===== src/rtl/key_debounce_if.sv =====
// Key-side bus of the play-mode front end: raw active-low keys in, one-hot press code
// and busy flag out. The debouncer takes the slave side.
interface key_debounce_if;
    logic [3:0] key_n;
    logic [3:0] switch;
    logic       key_busy;

    modport master (
        output key_n,
        input  switch,
        input  key_busy
    );

    modport slave (
        input  key_n,
        output switch,
        output key_busy
    );
endinterface


===== src/rtl/key_debounce.sv =====
// Synchronises and debounces four active-low keys into a one-cycle one-hot press code.
// Optional feature macro: AUTO_REPEAT_EN (periodic re-pulse while a single key is held).
module key_debounce #(
    parameter int DEBOUNCE_CYCLES = 1_000_000,
    parameter int REPEAT_CYCLES   = 25_000_000,
    parameter int CNT_W           = 25
) (
    input  logic           clk,
    input  logic           rst_n,
    key_debounce_if.slave  kbus
);

    typedef enum logic [1:0] {
        IDLE      = 2'b00,
        FILTER_DN = 2'b01,
        HELD      = 2'b10,
        FILTER_UP = 2'b11
    } state_t;

    localparam logic [CNT_W-1:0] CNT_ZERO = {CNT_W{1'b0}};
    localparam logic [CNT_W-1:0] CNT_ONE  = CNT_W'(1);
    localparam logic [CNT_W-1:0] DB_LAST  = CNT_W'(DEBOUNCE_CYCLES - 1);

    // Reject configurations whose terminal counts cannot be represented in CNT_W bits.
    if (DEBOUNCE_CYCLES < 2 || REPEAT_CYCLES < 2 ||
        ((64'(DEBOUNCE_CYCLES) - 64'd1) >> CNT_W) != 64'd0 ||
        ((64'(REPEAT_CYCLES) - 64'd1) >> CNT_W) != 64'd0) begin : g_bad_cfg
        $error("key_debounce: DEBOUNCE_CYCLES/REPEAT_CYCLES out of range for CNT_W");
    end

    function automatic logic is_one_hot(input logic [3:0] v);
        return (v != 4'b0000) && ((v & (v - 4'b0001)) == 4'b0000);
    endfunction

    logic [3:0]       sync1_r;
    logic [3:0]       sync2_r;
    logic [3:0]       key_act_s;
    state_t           state_r;
    logic [CNT_W-1:0] cnt_r;
    logic [3:0]       code_r;
    logic [3:0]       switch_r;
    logic             busy_r;

    // Two-flop synchroniser; reset value means "all keys released".
    always_ff @(posedge clk or negedge rst_n) begin
        if (!rst_n) begin
            sync1_r <= 4'b1111;
            sync2_r <= 4'b1111;
        end else begin
            sync1_r <= kbus.key_n;
            sync2_r <= sync1_r;
        end
    end

    assign key_act_s = ~sync2_r;

`ifdef AUTO_REPEAT_EN
    localparam logic [CNT_W-1:0] RPT_LAST = CNT_W'(REPEAT_CYCLES - 1);
    logic [CNT_W-1:0] rpt_r;
`endif

    // Debounce FSM with registered press pulse and busy flag (busy mirrors state != IDLE).
    always_ff @(posedge clk or negedge rst_n) begin
        if (!rst_n) begin
            state_r  <= IDLE;
            cnt_r    <= CNT_ZERO;
            code_r   <= 4'b0000;
            switch_r <= 4'b0000;
            busy_r   <= 1'b0;
`ifdef AUTO_REPEAT_EN
            rpt_r    <= CNT_ZERO;
`endif
        end else begin
            switch_r <= 4'b0000;
            busy_r   <= 1'b1;
            case (state_r)
                IDLE: begin
                    if (key_act_s != 4'b0000) begin
                        state_r <= FILTER_DN;
                        code_r  <= key_act_s;
                        cnt_r   <= CNT_ZERO;
                    end else begin
                        busy_r  <= 1'b0;
                    end
                end
                FILTER_DN: begin
                    if (key_act_s != code_r) begin
                        state_r <= IDLE;
                        cnt_r   <= CNT_ZERO;
                        busy_r  <= 1'b0;
                    end else if (cnt_r == DB_LAST) begin
                        state_r <= HELD;
                        cnt_r   <= CNT_ZERO;
                        // Chords settle into HELD silently so a later release is still filtered.
                        if (is_one_hot(code_r)) begin
                            switch_r <= code_r;
                        end else begin
                            switch_r <= 4'b0000;
                        end
`ifdef AUTO_REPEAT_EN
                        rpt_r   <= CNT_ZERO;
`endif
                    end else begin
                        cnt_r   <= cnt_r + CNT_ONE;
                    end
                end
                HELD: begin
                    if (key_act_s == 4'b0000) begin
                        state_r <= FILTER_UP;
                        cnt_r   <= CNT_ZERO;
`ifdef AUTO_REPEAT_EN
                        rpt_r   <= CNT_ZERO;
`endif
                    end else begin
                        state_r <= HELD;
`ifdef AUTO_REPEAT_EN
                        // Repeat only while the original single key is the one held.
                        if (is_one_hot(code_r) && key_act_s == code_r) begin
                            if (rpt_r == RPT_LAST) begin
                                switch_r <= code_r;
                                rpt_r    <= CNT_ZERO;
                            end else begin
                                rpt_r    <= rpt_r + CNT_ONE;
                            end
                        end else begin
                            rpt_r <= CNT_ZERO;
                        end
`endif
                    end
                end
                FILTER_UP: begin
                    if (key_act_s != 4'b0000) begin
                        state_r <= HELD;
                        cnt_r   <= CNT_ZERO;
`ifdef AUTO_REPEAT_EN
                        rpt_r   <= CNT_ZERO;
`endif
                    end else if (cnt_r == DB_LAST) begin
                        state_r <= IDLE;
                        cnt_r   <= CNT_ZERO;
                        busy_r  <= 1'b0;
                    end else begin
                        cnt_r   <= cnt_r + CNT_ONE;
                    end
                end
                default: begin
                    state_r <= IDLE;
                    cnt_r   <= CNT_ZERO;
                    code_r  <= 4'b0000;
                    busy_r  <= 1'b0;
                end
            endcase
        end
    end

    assign kbus.switch   = switch_r;
    assign kbus.key_busy = busy_r;

endmodule


===== src/flat_wrapper.sv =====
// flat-port wrapper written by rule: the top's interface ports become plain ports
module key_debounce_flat 
#(
    parameter int DEBOUNCE_CYCLES = 1_000_000,
    parameter int REPEAT_CYCLES   = 25_000_000,
    parameter int CNT_W           = 25
)
  (clk, rst_n, kbus_key_n, kbus_switch, kbus_key_busy);
  key_debounce_if kbus_i ();
  input  logic clk;
  input  logic rst_n;
  input wire logic [$bits(kbus_i.key_n)-1:0] kbus_key_n;
  output wire logic [$bits(kbus_i.switch)-1:0] kbus_switch;
  output wire logic [$bits(kbus_i.key_busy)-1:0] kbus_key_busy;
  assign kbus_i.key_n = kbus_key_n;
  assign kbus_switch = kbus_i.switch;
  assign kbus_key_busy = kbus_i.key_busy;
  key_debounce #(.DEBOUNCE_CYCLES(DEBOUNCE_CYCLES), .REPEAT_CYCLES(REPEAT_CYCLES), .CNT_W(CNT_W)) u_core (.clk(clk), .rst_n(rst_n), .kbus(kbus_i));
endmodule

===== config.mk =====
export PLATFORM = sky130hd
export DESIGN_NAME = key_debounce_flat
export DESIGN_NICKNAME = d
export VERILOG_FILES = /design/src/rtl/key_debounce_if.sv /design/src/rtl/key_debounce.sv /design/src/flat_wrapper.sv
export SDC_FILE = /design/constraint.sdc
export NUM_CORES = 1
export LEC_CHECK = 0
export CAP_MARGIN = 20
export CELL_PAD_IN_SITES_DETAIL_PLACEMENT = 1
export CELL_PAD_IN_SITES_GLOBAL_PLACEMENT = 1
export CORE_ASPECT_RATIO = 1.5
export CORE_MARGIN = 2
export CORE_UTILIZATION = 35
export DETAILED_ROUTE_END_ITERATION = 7
export GPL_TIMING_DRIVEN = 0
export PLACE_DENSITY = 0.71
export SETUP_SLACK_MARGIN = 0.15
export SLEW_MARGIN = 20
export SYNTH_ARGS = -nofsm -noshare
export SYNTH_HDL_FRONTEND = slang
export SYNTH_SLANG_ARGS = --single-unit

===== constraint.sdc =====
create_clock -name clk -period 2.5 [get_ports clk]
set_clock_uncertainty 0.2 [all_clocks]
set_input_delay 0.5 -clock clk [delete_from_list [all_inputs] [get_ports clk]]
set_output_delay 0.5 -clock clk [all_outputs]
set_load 0.02 [all_outputs]

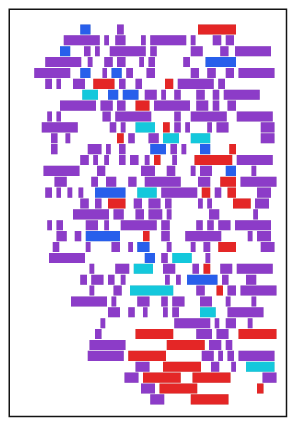
(cell sizes after repair)
Drawn at 4 px/µm.
- _2 cells: red (cells 28; share 11%)
- _3 and _4 cells: blue (cells 15; share 5.8%)
- _0 and _1 cells: purple (cells 204; share 79%)
- _6 and larger: cyan (cells 10; share 3.9%)
Area growth syn-to-layout: 21.0%
post-route setup slack: 162 ps
post-route cell area: 2680 µm²
number of buffers other than clock buffers in the final layout: 32

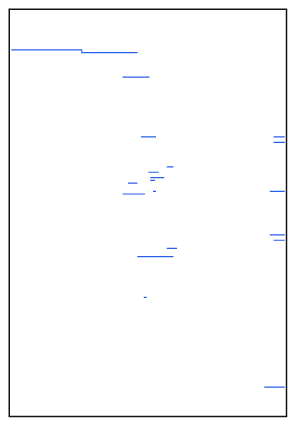
(signal wires on met3)
Drawn at 4 px/µm.
- longest straight run: 17.5 µm
- wire length on this layer: 87.8 µm
- nets with wire on the layer: 15
aggregate routed wire length: 5.88 mm
met3 Track Usage GR: 0.0233
total number of vias: 1,912

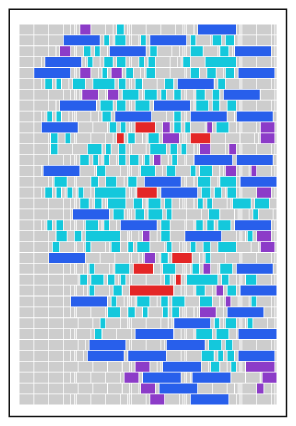
(cell classes on the final placement)
Drawn at 4 px/µm. Fill, decap, tap and diode cells in grey.
- combinational and other logic: cyan (cells 173; share of their area 43%)
- remaining buffers and delay cells: purple (cells 32; share of their area 10%)
- clock drivers and dummy loads: red (cells 8; share of their area 4.2%)
- sequential cells: blue (cells 44; share of their area 43%)
Final Util: 0.437
number of rows in the core area: 35

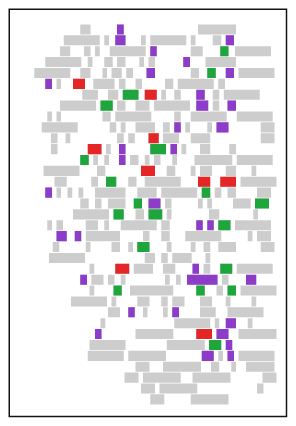
(gate-type map)
Drawn at 4 px/µm.
- aoi and oai cells: purple (cells 34; most used o21ai_0)
- and/or cells: green (cells 19; most used and3_1)
- non-inverting ao/oa cells: red (cells 9)
most common logic cell in the routed design: sky130_fd_sc_hd__dfrtp_1
Finished Layout Cells: 331
fraction of area in multi-input gates: 0.407

==> results.cfg <==
; implementation run metrics
[yosys]
synth_flops = 44
synth_top_cell_by_count = sky130_fd_sc_hd__dfrtp_1
netlist_instances = 230
ys.warnings.count = 0
post_synth_instance_area_um2 = 2210
synth-async-reset-ratio = 1.00

[die]
design.die.area_um2 = 6990
number_of_primary_i_o_pins = 11

[power_and_ir_drop]
clock_network_fraction_of_total_power = 0.311
p_comb_frac = 0.186

[global_route]
grt_remaining_overflow = 0
grt_util_all_layers = 0.185

[cts]
cts_clk_pin_slew_worst_paths_ps = 80
cts_hold_buf = 1

[finish]
logic_gate_count = 169
layout.area.top_class = registers
seq_area_frac = 0.416
layout-drive-gt1-share = 0.206

[min_path]
hold_path_depth = 0
min_path_type = reg2reg

[final_timing]
final.setup.tns_ps = 0
unrepaired_setup_endpoints_after_global_routing = yes

[placed_design]
gp_congestion = 0.775

[worst_setup_path]
endpoint_kind = flip-flop
critical_path_startpoint = u_core.cnt_r[0]$_DFFE_PN0P_

[run_status]
run_status = finished, final reports clean
through the flow:
step / hold slack [ps] / total power [mW]
2_1_floorplan: 4.41 / 1.05
3_3_place_gp: 146 / 1.17
3_5_place_dp: 147 / 1.19
4_1_cts: 160 / 1.75
5_1_grt: 162 / 1.83
6_report: 158 / 1.73
cell families after synthesis:
logic type	after synthesis	share of synthesized area
fa+ha+maj	1	0.00565
simple gates	115	0.279
compound gates	43	0.139
buf+inv	17	0.0350
xor+xnor	10	0.0395
flops	44	0.502
sequential cells by signal, indices dropped and copies added, names as in the netlist:
signal                count
u_core.cnt_r             25
u_core.code_r             4
u_core.kbus.switch        4
u_core.sync1_r            4
u_core.sync2_r            4
u_core.state_r            2
u_core.kbus.key_busy      1
Power and IR drop assume default switching activity.
